I/O pins on the die edge:
Pins as bars across the die edge, other pins in gray.
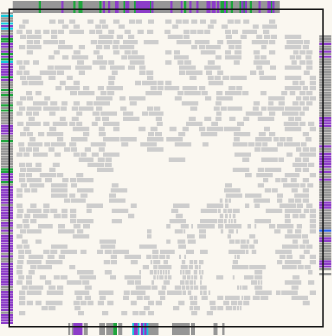
Wiring by layer:
Only two layers are drawn.
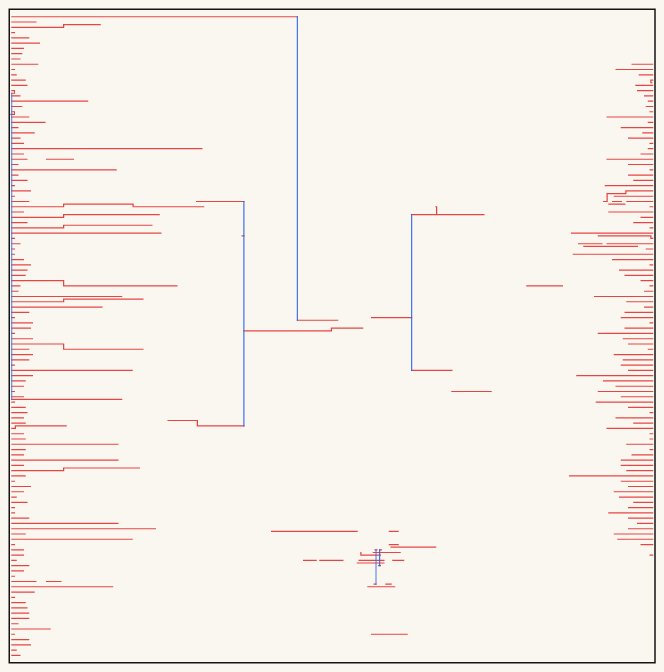
Sequential cells grouped by signal name:
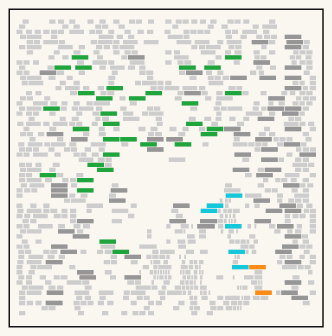
Congestion heat map:
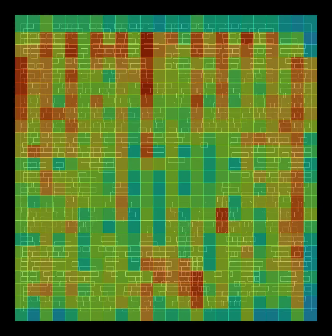
File: src/rtl/coproc_pkg.sv
// Shared definitions for the coprocessor arbiter: data width, opcode
// encodings understood by the arithmetic coprocessor, and FSM states.
package coproc_pkg;

  localparam int DATA_W = 32;
  localparam int OP_W   = 2;

  localparam logic [OP_W-1:0] OP_ADD = 2'd0;
  localparam logic [OP_W-1:0] OP_SUB = 2'd1;
  localparam logic [OP_W-1:0] OP_MUL = 2'd2;
  localparam logic [OP_W-1:0] OP_DIV = 2'd3;

  typedef enum logic [1:0] {
    ST_IDLE  = 2'd0,
    ST_ISSUE = 2'd1,
    ST_WAIT  = 2'd2,
    ST_RESP  = 2'd3
  } state_t;

endpackage

File: src/rtl/coproc_arbiter_rr.sv
// Combinational round-robin picker: starting one slot above the previous
// winner and wrapping, selects the first active request.
module rr_arbiter
  import coproc_pkg::*;
#(
  parameter int NUM_REQ = 4
) (
  input  logic [NUM_REQ-1:0]         req,
  input  logic [$clog2(NUM_REQ)-1:0] last_grant,
  output logic [NUM_REQ-1:0]         grant,
  output logic [$clog2(NUM_REQ)-1:0] grant_idx,
  output logic                       any_grant
);

  localparam int IDX_W = $clog2(NUM_REQ);

  logic [IDX_W-1:0] cand_idx;

  // Scan upward from last_grant+1 modulo NUM_REQ; the first active slot wins.
  always_comb begin
    grant     = '0;
    grant_idx = '0;
    any_grant = 1'b0;
    cand_idx  = '0;
    for (int k = 1; k <= NUM_REQ; k++) begin
      cand_idx = IDX_W'((int'(last_grant) + k) % NUM_REQ);
      if (!any_grant && req[cand_idx]) begin
        any_grant       = 1'b1;
        grant[cand_idx] = 1'b1;
        grant_idx       = cand_idx;
      end
    end
  end

endmodule

File: src/rtl/coproc_arbiter.sv
// Shares one arithmetic coprocessor among NUM_REQ requesters. Requests are
// granted round-robin, one operation is in flight at a time, and the result
// (or a timeout error) is returned on the winner's response channel.
module coproc_arbiter
  import coproc_pkg::*;
#(
  parameter int NUM_REQ = 4,
  parameter int TIMEOUT = 64
) (
  input  logic                       clk,
  input  logic                       reset_n,
  input  logic [NUM_REQ-1:0]         req_valid,
  output logic [NUM_REQ-1:0]         req_ready,
  input  logic [32*NUM_REQ-1:0]      req_num1,
  input  logic [32*NUM_REQ-1:0]      req_num2,
  input  logic [2*NUM_REQ-1:0]       req_instr,
  output logic [NUM_REQ-1:0]         rsp_valid,
  input  logic [NUM_REQ-1:0]         rsp_ready,
  output logic [31:0]                rsp_result,
  output logic                       rsp_error,
  output logic [31:0]                cp_num1,
  output logic [31:0]                cp_num2,
  output logic [1:0]                 cp_instruction,
  output logic                       cp_start,
  input  logic [31:0]                cp_result,
  input  logic                       cp_ready,
  output logic                       busy,
  output logic [$clog2(NUM_REQ)-1:0] grant_id
);

  localparam int IDX_W = $clog2(NUM_REQ);
  localparam int CNT_W = $clog2(TIMEOUT);
  localparam logic [CNT_W-1:0] CNT_LAST = CNT_W'(TIMEOUT - 1);

  state_t state;
  state_t state_nxt;

  logic [IDX_W-1:0]  last_grant;
  logic [CNT_W-1:0]  wait_cnt;

  logic [NUM_REQ-1:0] arb_grant;
  logic [IDX_W-1:0]   arb_idx;
  logic               arb_any;
  logic               rsp_fire;
  logic               wait_expired;

  logic [DATA_W-1:0]  num1_slot  [NUM_REQ];
  logic [DATA_W-1:0]  num2_slot  [NUM_REQ];
  logic [OP_W-1:0]    instr_slot [NUM_REQ];

  // Unpack the per-requester operand buses so the winner can be selected by index.
  for (genvar gi = 0; gi < NUM_REQ; gi++) begin : g_slot
    assign num1_slot[gi]  = req_num1[gi*DATA_W +: DATA_W];
    assign num2_slot[gi]  = req_num2[gi*DATA_W +: DATA_W];
    assign instr_slot[gi] = req_instr[gi*OP_W +: OP_W];
  end

  rr_arbiter #(
    .NUM_REQ (NUM_REQ)
  ) u_rr (
    .req        (req_valid),
    .last_grant (last_grant),
    .grant      (arb_grant),
    .grant_idx  (arb_idx),
    .any_grant  (arb_any)
  );

  // Other requesters' rsp_ready bits are deliberately ignored.
  assign rsp_fire     = (state == ST_RESP) && rsp_ready[grant_id];
  assign wait_expired = (wait_cnt == CNT_LAST);

  // State register; reset aborts any operation in flight.
  always_ff @(posedge clk or negedge reset_n) begin
    if (!reset_n) begin
      state <= ST_IDLE;
    end else begin
      state <= state_nxt;
    end
  end

  // Next-state decode and handshake outputs.
  always_comb begin
    state_nxt = state;
    req_ready = '0;
    rsp_valid = '0;
    cp_start  = 1'b0;
    busy      = (state != ST_IDLE);
    case (state)
      ST_IDLE: begin
        req_ready = arb_grant;
        if (arb_any) begin
          state_nxt = ST_ISSUE;
        end
      end
      ST_ISSUE: begin
        cp_start  = 1'b1;
        state_nxt = ST_WAIT;
      end
      ST_WAIT: begin
        if (cp_ready || wait_expired) begin
          state_nxt = ST_RESP;
        end
      end
      ST_RESP: begin
        rsp_valid[grant_id] = 1'b1;
        if (rsp_fire) begin
          state_nxt = ST_IDLE;
        end
      end
      default: begin
        state_nxt = ST_IDLE;
      end
    endcase
  end

  // Operand capture, wait counter, result/error capture and grant bookkeeping.
  always_ff @(posedge clk or negedge reset_n) begin
    if (!reset_n) begin
      last_grant     <= IDX_W'(NUM_REQ - 1);
      grant_id       <= '0;
      cp_num1        <= '0;
      cp_num2        <= '0;
      cp_instruction <= '0;
      rsp_result     <= '0;
      rsp_error      <= 1'b0;
      wait_cnt       <= '0;
    end else begin
      case (state)
        ST_IDLE: begin
          if (arb_any) begin
            cp_num1        <= num1_slot[arb_idx];
            cp_num2        <= num2_slot[arb_idx];
            cp_instruction <= instr_slot[arb_idx];
            grant_id       <= arb_idx;
          end
        end
        ST_ISSUE: begin
          wait_cnt <= '0;
        end
        ST_WAIT: begin
          if (cp_ready) begin
            rsp_result <= cp_result;
            rsp_error  <= 1'b0;
          end else if (wait_expired) begin
            rsp_result <= '0;
            rsp_error  <= 1'b1;
          end else begin
            wait_cnt <= wait_cnt + 1'b1;
          end
        end
        ST_RESP: begin
          if (rsp_fire) begin
            last_grant <= grant_id;
          end
        end
        default: begin
        end
      endcase
    end
  end

endmodule

File: config.mk
export PLATFORM = sky130hd
export DESIGN_NAME = coproc_arbiter
export DESIGN_NICKNAME = d
export VERILOG_FILES = /design/src/rtl/coproc_pkg.sv /design/src/rtl/coproc_arbiter_rr.sv /design/src/rtl/coproc_arbiter.sv
export SDC_FILE = /design/constraint.sdc
export NUM_CORES = 1
export LEC_CHECK = 0
export CAP_MARGIN = 20
export CORE_AREA = 3 3 163 165
export CTS_CLUSTER_SIZE = 8
export DETAILED_ROUTE_END_ITERATION = 10
export DIE_AREA = 0 0 166 168
export MAX_ROUTING_LAYER = met4
export PLACE_DENSITY_LB_ADDON = 0.05
export SLEW_MARGIN = 20
export SYNTH_ARGS = -nofsm -noshare
export SYNTH_HDL_FRONTEND = slang
export SYNTH_HIERARCHICAL = 1
export SYNTH_SLANG_ARGS = --single-unit
File: constraint.sdc
create_clock -name clk -period 10.26 [get_ports clk]
set_clock_uncertainty 0.2 [all_clocks]
set_input_delay 2.052 -clock clk [delete_from_list [all_inputs] [get_ports clk]]
set_output_delay 2.052 -clock clk [all_outputs]
set_load 0.005 [all_outputs]
==> notes.md <==
Implementation progress

The flow ran to the end, and the final reports show no timing, DRC or antenna violations. The number of warnings reported in the stage logs is 36. Looking at area per cell type in the netlist, the leader is dfrtp_1.

The buffer levels on the longest clock path stands at 2. Post-route period utilization is reported as 67.9%. The pre-CTS worst setup slack stands at 3.34 ns. The die covers 27900 um2.

According to the hold report, the worst path is of the reg2reg type. Looking at hold timing, the worst path starts from rsp_error. Setup repair after global routing left no endpoint under its margin. The final report lists the setup-violating endpoint count as 0.

The pin count of the biggest net entering global routing stands at between 60 and 70. According to the timing report, the data required time at the worst endpoint equals 8.01 ns. The number of levels the H-tree was split into stands at 3.

The total of hold buffers inserted after clock tree synthesis stands at 0. The area recorded from the Yosys report for this design is between 6000 and 7000 um2. The number of synthesized register bits stands at 111.

The area share of fa/ha/maj cells after synthesis stands at about 2.5%. The fraction of power spent switching nets stands at 35.6%. TritonCTS built the clock tree. STA classifies the critical path endpoint as an output pin. In this run the tool buffered the top-level ports with around 420 buffer cells. The worst setup slack for register-to-register paths stands at around 5.8 ns. In the hold report, the worst path ends at rsp_error. The final critical path time including I/O delays and setup stands at 6.96 ns. The count of pins on the block boundary stands at 418.

In this run the layout overhead on the synthesized area is reported as 70.9%. The fraction of synthesis flops using an asynchronous set or reset pin stands at 100%. According to the CTS report, the clock sink count is 111. The internal power component stands at 0.00196 W.

The count of library flops with an enable pin stands at 0. The number of antenna violations at the first check in global routing came to 3. Hold-check failures listed in the final report amount to 0. The worst-case max-slew headroom was logged as 32.3%. The script extracted a net switching power of 0.00108 W. Looking at the power breakdown, sequential logic takes 26.2% of the total. The power per cell area stands at about 270 nW/um2. The number of cells on the worst hold path stands at 2. The post-synthesis cell count stands at 458.

For reference, the critical path is launched at req_valid[0]. The count of antenna-violating nets left after detailed routing stands at 0. The number of DRC markers after the initial detailed-route iteration stands at 267. The mapped netlist covers about 6600 um2. The synthesis run identifies the leading combinational cell family as multiplexers. The via count of the first global-routing pass is between 6000 and 7000. The slew at the pin closest to its max-slew limit stands at 1.02 ns.

Sequential elements use 42.0% of the synthesized area. The setup TNS stands at 0 ns. The post-cts resize count stands at 0.

The worst-case reg-to-reg path depth stands at 8. The signal on the critical path passes through clkdlybuf4s50_1 -> mux4_2 -> or3_1 -> a21oi_1 -> a2111o_1 -> and2_1 -> clkdlybuf4s50_1. The combinational group share of total power stands at 61.9%. The number of buffers inserted to repair setup after CTS stands at 0. The area share of the largest cell type after synthesis stands at 41.2%. Looking at the gate-level netlist, the highest instance count belongs to dfrtp_1. Counting distinct cell types in the post-synthesis netlist gives 50. In this run the VDD rail shows a maximum IR drop of 0.000143 V. In this run, the synthesized area fraction spent on xor and xnor cells is recorded as 0%.

Per STA, the worst path accumulates the most delay in the family buffers and inverters. At the later pin of the worst-skew pair, clock insertion delay measures 0.35 ns. Per the OpenROAD floorplan log, the height of the die is 168 um.

The first global-routing pass estimated roughly 40000 um of wire. Max-cap violations in this run came to 0. The number of standard cells reported by yosys stands at 458.

Yosys reports the multiplexer fraction of the synthesized area as 36.2%. STA lists the endpoint of the worst register-to-register path as cp_instruction[1]. The starting density of the core stands at 26.3%.

All stages included, the depth of the critical timing path comes to 7. Ranked by instance count, the synthesized netlist is headed by dfrtp_1, mux2_2, mux4_2, a22o_1. The average instance in the mapped netlist occupies 14.4 um2. Among all stages on the critical path, the largest delay is contributed by mux4_2. CTS added clock buffers totalling 9.

Timing would allow up to 144 MHz. Synthesis produced a netlist with a net count of 778. The core box area stands at 25200 um2. The standard-cell row count stands at 58.

The die is 166 um wide. Once layout is done, the placed cells without fillers occupy 11300 um2. The timing report notes that buffer and inverter cells on the critical path total 2. The number of nets in the final layout stands at approximately 1200.

In the final report, the number of pins over their slew limit comes to 0. In this run the clock root is driven by a clkbuf_16. The worst hold-check slack stands at slightly above 0.3 ns. The final weighted congestion in routability-driven placement stands at 0.946.

Per STA, the library cell used most along the worst path is clkdlybuf4s50_1. The power report attributes to the clock group a share of 11.8%. After Yosys synthesis, AND-OR and OR-AND compound gates account for under 10% of the synthesized area. Looking at the cell usage after synthesis, the top flip-flop cell is dfrtp_1. The total DRC errors in the routed layout stands at 0. After synthesis, the cell types taking the most area are dfrtp_1, mux4_2, mux2_2.

The largest fanout on the critical path stands at 16. STA classifies the critical path startpoint as a primary input. By startpoint and endpoint, the worst setup path is classified as in2out. The share of post-route cells with drive strength above 1 stands at 20.4%. The leakage component of the power stands at 4.36 nW. The simple-gate portion of the synthesized area stands at roughly 5%. The launch point of the worst register-to-register path is recorded as last_grant[0]. In the post-route analysis, the smallest setup slack over all paths is 3.30 ns. The cell count after placement stands at 1170. The arrival time of data at the worst endpoint is listed as 4.71 ns.

Summed over all nets, the half-perimeter wirelength after detailed placement is approximately 22000 um. The tally of non-filler cells in the final layout stands at 1189. The final total power stands at 0.00304 W. The number of warning messages in the yosys log stands at 6. The clock transition at the registers of the reported paths stands at 0.08 ns.

The via-per-instance ratio stands at 4.87. The capture point of the critical path was reported as req_ready[3]. The largest stage delay on the critical path stands at 0.70 ns.

The total placed instance area stands at 11000 um2. The number of search-and-repair iterations in the first detailed-routing pass stands at 5.
Back to the opening pictures, 'I/O pins on the die edge':
green -> cp_num2  # pins 32, direction output, edge 17 north, 13 west, 2 south
purple -> req_num1  # pins 128, direction input, edge 63 west, 32 north, 24 east, 9 south
blue -> cp_start  # pins 1, direction output, edge east
cyan -> req_instr  # pins 8, direction input, edge 4 south, 4 west

Back to the opening pictures, 'wiring by layer':
blue -> M4  # wire length 268 um
red -> M3  # wire length 2020 um
combined global-route utilization of all metal layers: 19.5%
Routed wire per std cell: 22.8 um
detailed-route wire length: 27100 um
overall via count from detail_route: 5796

Back to the opening pictures, 'sequential cells grouped by signal name':
orange -> state  # placed flops 2
green -> cp_num2  # placed flops 32
cyan -> wait_cnt  # placed flops 6
not colored = 71
Storage cell area: 2780 um2
final design utilization: 44.9%
sequential portion of the cell area: 24.6%
Seq group: 0.000798 W

Back to the opening pictures, 'congestion heat map':
met1 layer usage reported by global route: 21.3%
met2 usage: 35.5%

[cells in the final DEF, fill, tap and decap left out, types with 3 or more instances in the layout]
cell | Yosys | layout
a2111o_1 | 4 | 4
a21oi_1 | 11 | 11
a22o_1 | 32 | 32
a31oi_1 | 7 | 7
and2_1 | 6 | 5
buf_4 | 1 | 6
clkbuf_16 | 0 | 9
clkdlybuf4s50_1 | 0 | 416
dfrtp_1 | 109 | 109
diode_2 | 0 | 3
ha_1 | 13 | 13
inv_1 | 14 | 14
mux2_2 | 72 | 72
mux2i_1 | 3 | 3
mux4_2 | 69 | 69
nand2_1 | 13 | 12
nand3_1 | 3 | 3
nand4_1 | 6 | 6
nor2_1 | 9 | 9
o21ai_0 | 3 | 3
o31ai_1 | 4 | 4
or3_1 | 4 | 4
[state kept, by name, summed over array words and instances (netlist names)]
name,count
cp_num1,32
cp_num2,32
rsp_result,32
wait_cnt,6
cp_instruction,2
grant_id,2
last_grant,2
state,2
rsp_error,1
[power groups by stage]
stage,registers [W],logic (W),clock network (W)
global route,0.000830,0.00203,0.000397
CTS,0.000801,0.00193,0.000377
detailed placement,0.000807,0.00192,0
finish,0.000798,0.00188,0.000360
floorplan,0.000791,0.00112,0
global placement,0.000796,0.00191,0
[final cells by class]
| class | instances | area [um2] |
|---|---|---|
| Timing Repair Buffer | 422 | 4210 |
| Multi-Input combinational cell | 293 | 3540 |
| Clock inverter | 7 | 77.6 |
| Fill cell | 2304 | 13900 |
| Tap cell | 330 | 413 |
| Antenna cell | 3 | 7.51 |
| Sequential cell | 111 | 2780 |
| Clock buffer | 9 | 225 |
| Inverter | 14 | 52.6 |
[metal layers]
layer / routed length (um) / GRT usage, %
met5: 0 / -
met4: 267 / 4.09
met3: 2020 / 5.61
met2: 14800 / 35.5
met1: 9950 / 21.3
No activity file was given, so power comes from the tool's default toggle rates.
